===== src/rtl/c_realign_pkg.sv =====
// c_realign_pkg: shared types, constants and helpers for the RVC realign buffer
package c_realign_pkg;
  typedef enum logic [1:0] {S_IDLE, S_ALIGN, S_RUN} state_t;
  localparam logic [31:0] NOP = 32'h0000_0013;
  function automatic logic is_compressed(input logic [15:0] hw);
    return hw[1:0] != 2'b11;
  endfunction
endpackage


===== src/rtl/c_hw_queue.sv =====
// c_hw_queue: halfword circular queue, pushes 0..NHW and pops 0..2 halfwords per cycle
module c_hw_queue #(
  parameter int NHW = 2,
  parameter int DEPTH_HW = 4,
  localparam int PW = $clog2(DEPTH_HW),
  localparam int CW = $clog2(DEPTH_HW + 1)
) (
  input  logic              clk,
  input  logic              reset,
  input  logic              clear,
  input  logic [CW-1:0]     push_cnt,
  input  logic [NHW*16-1:0] push_data,
  input  logic [1:0]        pop_cnt,
  output logic [15:0]       h0,
  output logic [15:0]       h1,
  output logic [CW-1:0]     count
);
  localparam logic [CW-1:0] DEPTH_C = CW'(DEPTH_HW);
  logic [15:0] mem [DEPTH_HW];
  logic [PW-1:0] rd_ptr, wr_ptr;
  assign h0 = mem[rd_ptr];
  assign h1 = mem[rd_ptr + PW'(1)];
  // storage writes: the first push_cnt halfwords land at consecutive slots from wr_ptr
  always_ff @(posedge clk) begin
    for (int i = 0; i < NHW; i++)
      if (CW'(i) < push_cnt) mem[wr_ptr + PW'(i)] <= push_data[i*16 +: 16];
  end
  // pointer and occupancy bookkeeping; clear empties the queue
  always_ff @(posedge clk) begin
    if (reset || clear) begin
      rd_ptr <= '0;
      wr_ptr <= '0;
      count  <= '0;
    end else begin
      rd_ptr <= rd_ptr + PW'(pop_cnt);
      wr_ptr <= wr_ptr + PW'(push_cnt);
      count  <= count + push_cnt - CW'(pop_cnt);
    end
  end
  a_no_overflow:  assert property (@(posedge clk) disable iff (reset) count <= DEPTH_C);
  a_no_underflow: assert property (@(posedge clk) disable iff (reset) CW'(pop_cnt) <= count);
endmodule


===== src/rtl/c_realign_buffer.sv =====
// c_realign_buffer: carves aligned 16/32-bit instructions from fetch words (C_REALIGN_PERF_EN adds perf counters)
module c_realign_buffer
  import c_realign_pkg::*;
#(
  parameter int FETCH_W = 32,
  parameter int DEPTH_HW = 4,
  parameter int XLEN = 32
) (
  input  logic               clk,
  input  logic               reset,
  input  logic               flush_i,
  input  logic [XLEN-1:0]    flush_pc_i,
  input  logic               fetch_valid_i,
  input  logic [FETCH_W-1:0] fetch_data_i,
  output logic               fetch_ready_o,
  output logic               inst_valid_o,
  input  logic               inst_ready_i,
  output logic [31:0]        inst_o,
  output logic [XLEN-1:0]    inst_pc_o,
  output logic               inst_is_c_o
`ifdef C_REALIGN_PERF_EN
  ,
  output logic [31:0]        perf_c_cnt_o,
  output logic [31:0]        perf_starve_cnt_o
`endif
);
  localparam int NHW = FETCH_W / 16;
  localparam int CW = $clog2(DEPTH_HW + 1);
  localparam int OW = $clog2(FETCH_W / 8) - 1;
  localparam logic [CW-1:0] NHW_C = CW'(NHW);
  localparam logic [CW-1:0] ROOM_C = CW'(DEPTH_HW - NHW);
  state_t state, state_n;
  logic [OW-1:0] off;
  logic [XLEN-1:0] head_pc;
  logic [15:0] h0, h1;
  logic [CW-1:0] count, push_cnt;
  logic [1:0] pop_cnt;
  logic comp, push, pop;
  assign comp          = is_compressed(h0);
  assign fetch_ready_o = (state != S_IDLE) && (count <= ROOM_C);
  assign push          = fetch_valid_i && fetch_ready_o && !flush_i;
  assign inst_valid_o  = !flush_i && (comp ? count != '0 : count > CW'(1));
  assign pop           = inst_valid_o && inst_ready_i;
  assign inst_o        = !inst_valid_o ? 32'h0 : comp ? {16'h0, h0} : {h1, h0};
  assign inst_is_c_o   = inst_valid_o && comp;
  assign inst_pc_o     = head_pc;
  assign push_cnt      = !push ? '0 : state == S_ALIGN ? NHW_C - CW'(off) : NHW_C;
  assign pop_cnt       = !pop ? 2'd0 : comp ? 2'd1 : 2'd2;
  c_hw_queue #(.NHW(NHW), .DEPTH_HW(DEPTH_HW)) u_queue (
    .clk       (clk),
    .reset     (reset),
    .clear     (flush_i),
    .push_cnt  (push_cnt),
    .push_data (state == S_ALIGN ? fetch_data_i >> {off, 4'b0} : fetch_data_i),
    .pop_cnt   (pop_cnt),
    .h0        (h0),
    .h1        (h1),
    .count     (count)
  );
  // state register
  always_ff @(posedge clk) begin
    state <= reset ? S_IDLE : state_n;
  end
  // next state: any flush realigns, the first accepted word starts streaming
  always_comb begin
    state_n = state;
    state_n = flush_i ? S_ALIGN : (state == S_ALIGN && push) ? S_RUN : state;
  end
  // redirect offset and PC of the instruction at the queue head
  always_ff @(posedge clk) begin
    if (reset) begin
      off     <= '0;
      head_pc <= '0;
    end else if (flush_i) begin
      off     <= flush_pc_i[OW:1];
      head_pc <= flush_pc_i & ~XLEN'(1);
    end else if (pop) begin
      head_pc <= head_pc + (comp ? XLEN'(2) : XLEN'(4));
    end
  end
`ifdef C_REALIGN_PERF_EN
  // saturating event counters, untouched by flush
  always_ff @(posedge clk) begin
    if (reset) begin
      perf_c_cnt_o      <= '0;
      perf_starve_cnt_o <= '0;
    end else begin
      if (pop && comp && perf_c_cnt_o != '1) perf_c_cnt_o <= perf_c_cnt_o + 32'd1;
      if (state == S_RUN && !inst_valid_o && perf_starve_cnt_o != '1) perf_starve_cnt_o <= perf_starve_cnt_o + 32'd1;
    end
  end
`endif
endmodule

===== config.mk =====
export PLATFORM = sky130hd
export DESIGN_NAME = c_realign_buffer
export DESIGN_NICKNAME = d
export VERILOG_FILES = /design/src/rtl/c_realign_pkg.sv /design/src/rtl/c_hw_queue.sv /design/src/rtl/c_realign_buffer.sv
export SDC_FILE = /design/constraint.sdc
export NUM_CORES = 1
export LEC_CHECK = 0
export ABC_AREA = 0
export CORE_MARGIN = 4
export CORE_UTILIZATION = 35
export CTS_CLUSTER_SIZE = 24
export DETAILED_ROUTE_END_ITERATION = 10
export GPL_TIMING_DRIVEN = 0
export PLACE_DENSITY_LB_ADDON = 0.08
export SETUP_SLACK_MARGIN = 0.15
export SLEW_MARGIN = 20
export SYNTH_ARGS = -nofsm -noshare
export SYNTH_HDL_FRONTEND = slang
export SYNTH_SLANG_ARGS = --single-unit

===== constraint.sdc =====
create_clock -name clk -period 10 [get_ports clk]
set_input_delay 2 -clock clk [delete_from_list [all_inputs] [get_ports clk]]
set_output_delay 2 -clock clk [all_outputs]
set_load 0.005 [all_outputs]

==> run_1/route_heat.png <==
Bar = 50 um. The die is cut into 28 by 28 equal tiles; dark purple is low, yellow is high, scaled to the fullest tile. Values are wire area over tile area, all layers added.
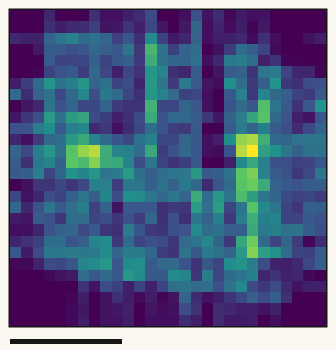
- nearly empty tiles: 13%
- emptiest ninth of the die: bottom left
- tiles over half the peak: 8.3%
- fullest tile: 0.59
- mean over tiles: 0.15
Routed WL: 18,200 um
drt wl/cell: 20.1 um
Total GRT Usage: 0.185
vias after detailed routing: 4,840

==> run_1/sizing.png <==
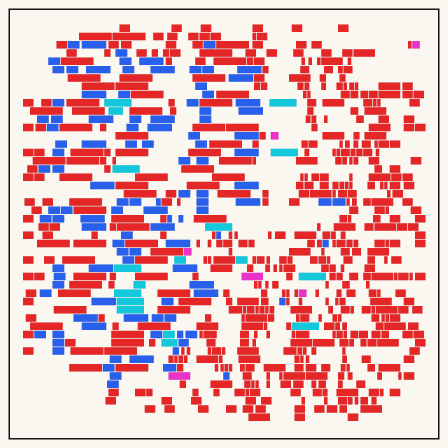
- x2: blue (cells 110; share 16%)
- x3 and x4: magenta (cells 6; share 0.88%)
- x6 and larger: cyan (cells 17; share 2.5%)
- x1 and smaller: red (cells 548; share 80%)
Non-CTS buffers: 172
design area: 0.00815 sq mm

==> run_1/port_trees.png <==
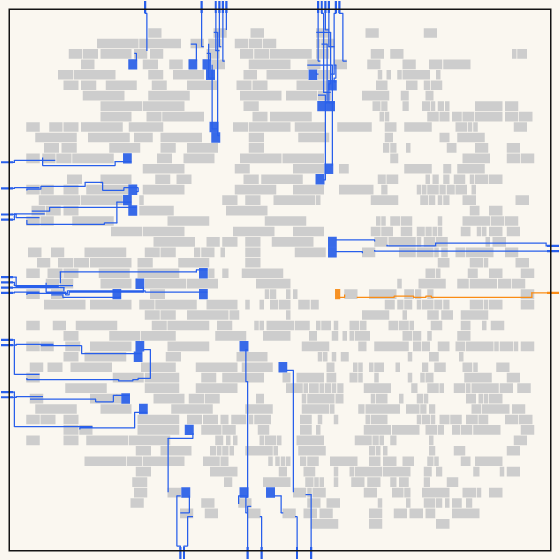
- `inst_is_c_o`: orange (bits 1; direction output; end cells 1; buffers 1; wire 55.0 um)
- `inst_o`: blue (bits 32; direction output; end cells 32; buffers 32; wire 1,150 um)
I/O Buffers: 132
IO Pins: 136

-- run 1: routing by layer --
metal,track usage,vias up,share of wire
li1,-,2311,-
met1,0.234,2363,0.43
met2,0.318,142,0.50
met3,0.0404,22,0.058
met4,0.0556,2,0.017
met5,0,-,0.00066
-- run 1: worst max path at each step --
stage,end,cells past startpoint,slack [ns]
after global routing,inst_o[15],6,3.16
after CTS,inst_o[15],6,3.31
after floorplan,inst_o[10],4,5.12
after global placement,inst_o[15],6,3.32
final,inst_o[15],6,3.36
after detailed placement,inst_o[15],6,3.32
-- run 1: worst min-delay path: cells and delay by family (launching register included) --
family	cells	cell delay, ns
flip-flops	1	0.34
AND/OR/NAND/NOR	1	0.08
multiplexers	1	0.07
-- run 1: area by class of cell --
cell class / instances / area (sq um)
plain buffers: 35 / 148
clock buffers: 13 / 293
clock inverters: 3 / 18.8
fillers: 1617 / 9150
inverters: 16 / 60.1
multi-input cells: 372 / 3230
flip-flops and latches: 105 / 2740
well taps: 225 / 282
repair buffers: 137 / 1380
-- run 1: flip-flops by register name (all words and copies together) (netlist names) --
name,cells
u_queue.mem,64
inst_pc_o,31
u_queue.count,3
state,2
u_queue.rd_ptr,2
u_queue.wr_ptr,2
off,1
-- run 1: cells by family after synthesis --
group,after synthesis
fa+ha+maj,7
flops,105
simple gates,158
other cells,1
mux,98
xor+xnor,19
compound gates,89
buf+inv,51
-- run 1: cells in the final DEF, fill, tap and decap left out, types with 4 or more instances in the layout --
cell type / netlist / final
a211oi_1: 13 / 12
a21oi_1: 12 / 12
a311oi_1: 12 / 12
and2_1: 5 / 5
and3_1: 4 / 4
buf_6: 1 / 4
clkbuf_1: 29 / 29
clkbuf_16: 0 / 11
clkdlybuf4s50_1: 0 / 132
dfxtp_1: 41 / 41
edfxtp_1: 64 / 64
ha_1: 4 / 4
inv_1: 16 / 16
mux2_2: 65 / 65
mux4_2: 32 / 32
nand2_1: 21 / 21
nand3_1: 8 / 8
nand4_1: 4 / 4
nor2_1: 49 / 47
nor2b_1: 35 / 35
nor3_1: 8 / 7
o2111ai_1: 6 / 6
o211ai_1: 4 / 4
o21a_1: 5 / 5
o21ai_0: 16 / 16
or3_1: 10 / 10
xnor2_1: 9 / 9
xor2_1: 10 / 10
-- run 1: power groups by stage --
stage	Clock, mW	Sequential, mW	Combinational [mW]
finish	0.374	0.488	0.140
global route	0.398	0.491	0.152
CTS	0.381	0.488	0.142
detailed placement	0	0.498	0.141
global placement	0	0.498	0.137
floorplan	0	0.495	0.0657
==> impl_metrics.tcl, run 1 <==
# metrics dict for downstream scripts
set metrics [dict create \
    outcome "complete, no violations" \
    ant_nets 0 \
    rsz0062_at_grt "false" \
    synth-seq-cells 105 \
    drt_iter0_drc 250 \
    synthesis.area_sq_mm 0.00616 \
    worst_pin_slew_ns 1.09 \
    fin_ws_ns 3.36 \
    crit_family "buffers and inverters" \
    grt_overflow 0 \
    synth.avg_cell_area_sq_um 11.7 \
    cp.arrival_ns 4.64 \
    dp.cells 890 \
    holdWs_ns 0.520 \
    cts_tree "built" \
    logic_family "multiplexers" \
    hold_viol 0 \
    slowest_stage "clkdlybuf4s50_1" \
    synthFlopType "edfxtp_1" \
    hold_class "flip-flop to flip-flop" \
    crit_path_start "flush_i" \
    simple_gate_share 0.132 \
    compound_area_frac 0.106 \
    cp.required_ns 8.00 \
    yosys_warnings 0 \
    synth_cells 528 \
    grt_pass1_vias 5041 \
    die-area_sq_mm 0.0198 \
    xor_share 0.0270 \
    reg2reg_from "u_queue.rd_ptr[0]" \
    adder_share 0.0179 \
    die_h_um 141 \
    dp_hpwl_um 13300 \
    post-route-drc-count 0 \
    design.core.area_sq_mm 0.0173 \
]
==> run 2: changes to the inputs <==
clock period = 5.45 ns   (was 10 ns; I/O delays follow)
==> run_2/sizing.png <==
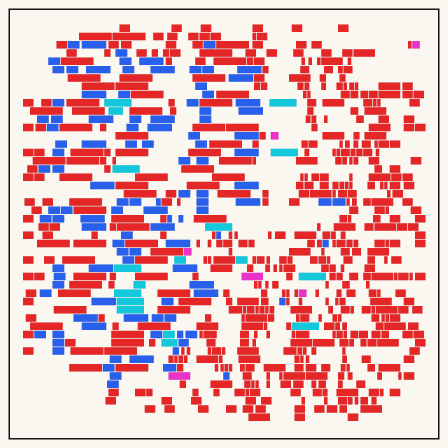
- x1 and smaller: red (cells 548; share 80%)
- x6 and larger: cyan (cells 17; share 2.5%)
- x3 and x4: magenta (cells 6; share 0.88%)
- x2: blue (cells 110; share 16%)
Setup WS post-layout: 0.627 ns
area added between synthesis and finish: 32.4%

==> run 2 against run 1 <==
  * Synthesized area did not move
  * Final area did not move
  * Hold slack did not move
  * Via count did not move
  * Cell count did not move
  * Combinational power rose by 84%
  * Critical path depth did not move
  * Wire length did not move
  * Non-clock buffer count did not move
  * First-iteration DRC count did not move
==> impl_metrics.tcl, run 2 <==
# metrics dict for downstream scripts
set metrics [dict create \
    compound_area_frac 0.106 \
    drt_iter0_drc 250 \
    adder_share 0.0179 \
    synth.avg_cell_area_sq_um 11.7 \
    lay_top_cells "clkdlybuf4s50_1 (132), mux2_2 (65), edfxtp_1 (64), nor2_1 (47), dfxtp_1 (41)" \
    slowest_stage "clkdlybuf4s50_1" \
    cp.arrival_ns 3.73 \
    pin_count 136 \
    wire_per_inst_um 20.1 \
    vias 4840 \
    worst_pin_slew_ns 1.09 \
    dp.cells 890 \
    final_layout_top_logic_cell "clkdlybuf4s50_1" \
    post-route-drc-count 0 \
    portBuffers 132 \
    dp_hpwl_um 13300 \
    reg2reg_from "u_queue.rd_ptr[0]" \
    synthFlopType "edfxtp_1" \
    outcome "complete, no violations" \
    hold_viol 0 \
    synth_cells 528 \
    grt_overflow 0 \
    hold_class "flip-flop to flip-flop" \
    design.core.area_sq_mm 0.0173 \
    track_usage 0.185 \
    synth-seq-cells 105 \
    top_register "u_queue.mem" \
    rsz0062_at_grt "false" \
    die-area_sq_mm 0.0198 \
]
==> run 2: cell counts after synthesis <==
Identical to the previous run, type by type.
==> run 2: kinds of logic (layout without fill, tap and decap cells) <==
kind of cell,count (synthesis),in the layout
multiplexers,98,98
buffers and inverters,51,204
flip-flops,105,105
other,1,1
AND-OR/OR-AND,89,89
AND/OR/NAND/NOR,158,158
adder cells (fa/ha/maj),7,7
XOR/XNOR,19,19
==> run 2: layout make-up <==
class | instances | area (sq um)
Sequential cell | 105 | 2740
Multi-Input combinational cell | 372 | 3230
Fill cell | 1617 | 9150
Clock inverter | 3 | 18.8
Clock buffer | 13 | 293
Buffer | 35 | 148
Tap cell | 225 | 282
Inverter | 16 | 60.1
Timing Repair Buffer | 137 | 1380
==> run 2: tightest hold or removal path: stages (launching register included) <==
cell and delay [ns]:
dfxtp_1 0.34, mux2i_1 0.07, nor2_1 0.08
==> run 2: metal layers <==
metal / up-vias / global-route usage / share of wire
met4: 2 / 0.0556 / 0.017
li1: 2311 / - / -
met1: 2363 / 0.234 / 0.43
met3: 22 / 0.0404 / 0.058
met2: 142 / 0.318 / 0.50
met5: - / 0 / 0.00066
==> run 2: how the worst max path moves through the flow <==
stage	from	depth (start not counted)	end
2_1_floorplan	u_queue.rd_ptr[0]	13	inst_pc_o[31]
3_3_place_gp	flush_i	4	u_queue.mem[0][11]
3_5_place_dp	flush_i	6	inst_o[15]
4_1_cts	flush_i	6	inst_o[15]
5_1_grt	flush_i	6	inst_o[15]
6_report	flush_i	6	inst_o[15]
==> run 2: per-stage QoR <==
stage	area [sq um]	worst slack, ns
floorplan	6160	1.96
global placement	7760	0.123
detailed placement	7840	0.593
CTS	8150	0.578
global route	8150	0.435
finish	8150	0.627
==> run 2: where the power goes <==
group	internal (mW)	switching (mW)	total, mW
registers	0.870	0.0256	0.896
logic	0.150	0.107	0.257
clock network	0.378	0.308	0.686
Power and IR drop assume default switching activity.
